## src/rtl/syscall_console.sv

```systemverilog
// Syscall decoder and print-request buffer: queues print-int/print-string
// requests for a console consumer and drains them before halting on exit.
module syscall_console #(
  parameter int FIFO_DEPTH = 4
) (
  input  logic        clk,
  input  logic        rst,
  input  logic        syscall_control,
  input  logic [31:0] instruction,
  input  logic [31:0] v0,
  input  logic [31:0] a0,
  output logic        stall,
  output logic        halt,
  output logic        cons_valid,
  input  logic        cons_ready,
  output logic [31:0] cons_data,
  output logic        cons_tag,
  output logic        bad_code,
  output logic [15:0] syscall_count
);

  localparam int PW = (FIFO_DEPTH > 1) ? $clog2(FIFO_DEPTH) : 1;
  localparam int CW = $clog2(FIFO_DEPTH + 1);

  typedef enum logic [1:0] {IDLE, DRAIN, HALTED} state_t;
  typedef struct packed {
    logic        tag;
    logic [31:0] data;
  } entry_t;

  state_t          state;
  entry_t          mem [FIFO_DEPTH];
  logic [PW-1:0]   wr_ptr, rd_ptr;
  logic [CW-1:0]   count;

  logic detect, is_print, is_exit, full, accept, push, pop;
  logic unused_bits;

  assign unused_bits = ^instruction[31:6];

  assign detect   = syscall_control && (instruction[5:0] == 6'h0C);
  assign is_print = (v0 == 32'd1) || (v0 == 32'd4);
  assign is_exit  = (v0 == 32'd10);
  // Full comes from the registered count so a same-cycle pop cannot lift the stall.
  assign full     = (count == CW'(FIFO_DEPTH));
  assign stall    = (state != IDLE) || (detect && is_print && full);
  assign accept   = detect && (state == IDLE) && !stall;
  assign push     = accept && is_print;

  assign cons_valid = (count != '0);
  assign pop        = cons_valid && cons_ready;
  assign cons_data  = cons_valid ? mem[rd_ptr].data : '0;
  assign cons_tag   = cons_valid ? mem[rd_ptr].tag  : 1'b0;

  always_ff @(posedge clk) begin
    if (push) mem[wr_ptr] <= '{tag: (v0 == 32'd4), data: a0};
  end

  always_ff @(posedge clk or posedge rst) begin
    if (rst) begin
      wr_ptr <= '0;
      rd_ptr <= '0;
      count  <= '0;
    end else begin
      if (push) wr_ptr <= wr_ptr + PW'(1);
      if (pop)  rd_ptr <= rd_ptr + PW'(1);
      case ({push, pop})
        2'b10:   count <= count + CW'(1);
        2'b01:   count <= count - CW'(1);
        default: count <= count;
      endcase
    end
  end

  always_ff @(posedge clk or posedge rst) begin
    if (rst) begin
      state         <= IDLE;
      halt          <= 1'b0;
      bad_code      <= 1'b0;
      syscall_count <= '0;
    end else begin
      if (accept && syscall_count != 16'hFFFF) syscall_count <= syscall_count + 16'd1;
      if (accept && !is_print && !is_exit)     bad_code <= 1'b1;
      case (state)
        IDLE:    if (accept && is_exit) state <= DRAIN;
        DRAIN:   if (count == '0) begin
                   state <= HALTED;
                   halt  <= 1'b1;
                 end
        HALTED:  state <= HALTED;
        default: state <= IDLE;
      endcase
    end
  end

endmodule

```

## config.mk

```make
export PLATFORM = sky130hd
export DESIGN_NAME = syscall_console
export DESIGN_NICKNAME = d
export VERILOG_FILES = /design/src/rtl/syscall_console.sv
export SDC_FILE = /design/constraint.sdc
export NUM_CORES = 1
export LEC_CHECK = 0
export ABC_AREA = 0
export ABC_CLOCK_PERIOD_IN_PS = 3300
export CAP_MARGIN = 20
export CORE_MARGIN = 1
export CORE_UTILIZATION = 50
export CTS_CLUSTER_DIAMETER = 50
export DETAILED_ROUTE_END_ITERATION = 12
export PLACE_DENSITY = 0.77
export SETUP_SLACK_MARGIN = 0.1
export SLEW_MARGIN = 15
export SYNTH_ARGS = -nofsm -noshare
export SYNTH_HDL_FRONTEND = slang
export SYNTH_SLANG_ARGS = --single-unit
```

## constraint.sdc

```tcl
create_clock -name clk -period 3.3 [get_ports clk]
set_input_delay 0.33 -clock clk [delete_from_list [all_inputs] [get_ports clk]]
set_output_delay 0.33 -clock clk [all_outputs]
set_load 0.1 [all_outputs]
```

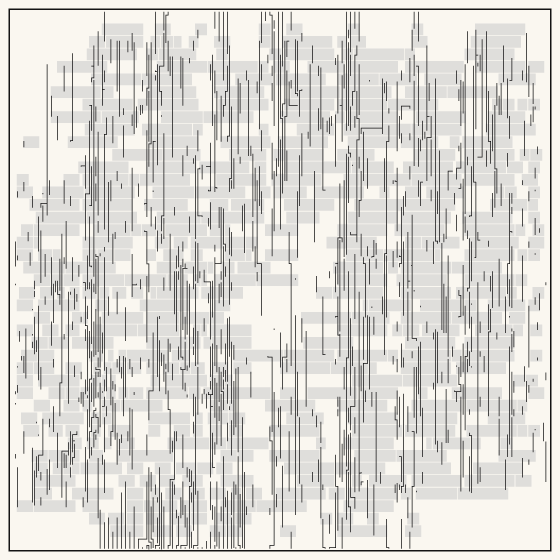
m2.png
Cells faint in the background.
share of all routed wire = 51%
wire length on this layer = 6130 um
nets with wire on the layer = 519
fraction of met2 tracks used by global routing: 32.5%
total via count in the routed design: 3664
aggregate routed wire length: 12000 um

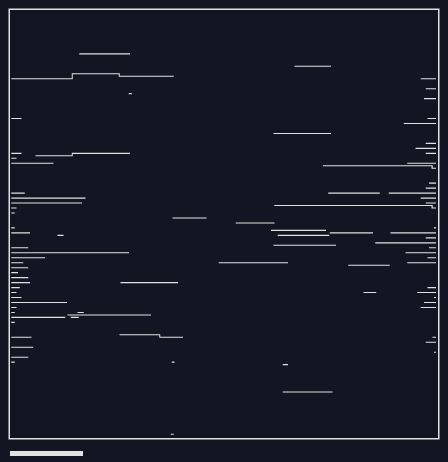
m3.png
Scale bar: 20 um.
share of all routed wire = 5.8%
main direction = horizontal
wire length on this layer = 699 um
met3 usage: 5.82%

==> impl_metrics.toml <==
# yosys + openroad results
[finish]
num_antenna_cells = 0
fillers = 858
layout.cells.most_common = "edfxtp_1"
layout.sequential_cells = 159
postLayoutCellArea_um2 = 8680
layout_top_cells_excl_fill_tap = "132 x edfxtp_1, 91 x clkdlybuf4s50_1, 36 x buf_4"
clkCellAreaFrac_pct = 6.66
fin_nets = 612
comb_area_um2 = 1870
drive_gt1_share_pct = 24.5
registers.top_by_ff_count = "mem"
final-nonclk-buf-share_pct = 15.3
synthToLayoutAreaGrowth_pct = 31.1
largest_cell_class_by_area = "registers"
signal_buffers = 134
finalCoreUtilization_pct = 68.0
finish.cell_count_without_fillers = 687
reg_top3 = "mem (132), syscall_count (16), count (3)"
n_clock_buffer = 19

[clock_network]
tritoncts.num_buffers = 17
clk_pin_slew_worst_paths_ps = 60
clock_tree.root_cell = "clkbuf_16"
htree_levels = 4
post-cts-setup-buffers = 0
clk_path_buf_depth = 2
worst_skew_pair.late_latency_ps = 420
cts.sinks = 159
tritoncts_clock_tree = "done"
post_cts.resized_instances = 0

[run]
stage_log_warnings = 56
timing.max_cap.violations = 0

[timing]
layout_worst_path_cycle_share_pct = 81.3
whs_ps = 167
fin_tns_setup_ps = 0
rsz0062_at_grt = "false"
timing.max_slew.rel_slack_pct = 33.7
period_minus_slack_ps = 2680
setup_viol = 0
fmax_mhz = 373
finalMaxSlewViolations = 0
hold_violations = 0

[run_status]
outcome = "complete, no violations"

[global_route]
grt_pass1_vias = 3770
pin_count_of_the_biggest_net_entering_global_routing = 38
antenna_found_initial = 0
global_route_congestion_overflow_total = 0
global_route_wire_length_before_repair_um = 18600

[detailed_routing]
route.layer.met1.wl_um = 5000
post-route-drc-count = 0
dr.pass1.iters = 4
dr.max_layer_used = "met4"
wire_per_inst_um = 17.5
postRouteAntennaNets = 0
routed-wl-met2_um = 6130
first_iter_violations = 176

[min_path]
hold_path.class = "in2async"

[power_and_ir_drop]
power.internal_uw = 4430
totalPowerFinal_uw = 7910
pg_comb_uw = 3610
top_power_group = "combinational logic"
comb_power_share_pct = 45.6
p_leak_uw = 0.00309
power.share.sequential_pct = 30.4
total_sequential_power_uw = 2400
clockPowerShare_pct = 24.0
switching_power_uw = 3480
vdd_ir_drop_max_mv = 0.571

[critical_path]
cp_slowest_stage_delay_ps = 700
worst_path_dominant_cell_family = "flip-flops"
timing.critical_path.slowest_stage_cell = "dfrtp_2"
critical_path_stages = 4
critical_path_required_ps = 2970
r2r_cells = 10
r2r-end = "count[2]"
endpoint = "cons_data[31]"
startpoint = "rd_ptr[0]"
crit_path_cell_trace = "buf_12 -> mux4_2 -> and2_1 -> buf_4"
r2r_slack_ps = 1150
crit_path_start_kind = "register"
critical_path_class = "reg2out"

[synth]
largest_area_cell = "edfxtp_1"
synth_chip_area_um2 = 6620
synth-async-reset-ratio_pct = 17.0
postSynthNetCount = 474
area_fraction_in_mux_cells_pct = 11.9
ys_cells = 365
ys_seq_share_pct = 70.1
synth.avg_cell_area_um2 = 18.1
post_synth_edffs = 132
synth.most_common_cell = "edfxtp_1"
synth.distinct_cells = 48
postSynthCellCount = 365
ys_top_logic_family = "multiplexers"
synth-warning-count = 0
fraction_of_post_synthesis_cell_area_in_the_top_cell_type_by_area_pct = 59.9

[placed_design]
placed_cells = 655
place.detailed.hpwl_um = 7520
port_buffers = 126
pre_cts_slack_ps = 372
gp_congestion = 0.818

[floorplan]
initCoreUtil_pct = 51.8
die-height_um = 117
design.die.area_um2 = 13700
floorplan.tapcells = 172
io-pin-count = 153
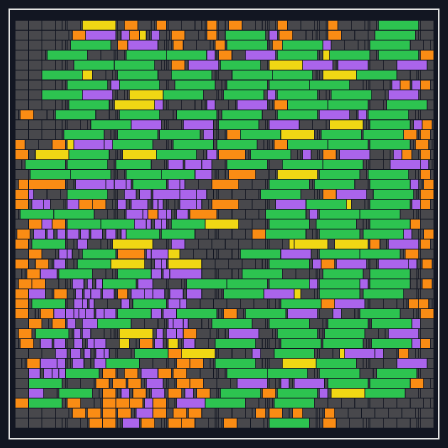
class_map.png
Fill, decap, tap and diode cells in grey.
yellow -> clock drivers and dummy loads  # cells 31, share of their area 6.8%
orange -> remaining buffers and delay cells  # cells 134, share of their area 16%
purple -> remaining logic cells  # cells 191, share of their area 23%
green -> registers  # cells 159, share of their area 55%
area of the placeable core: 12800 um^2
fraction of area in registers: 53.5%

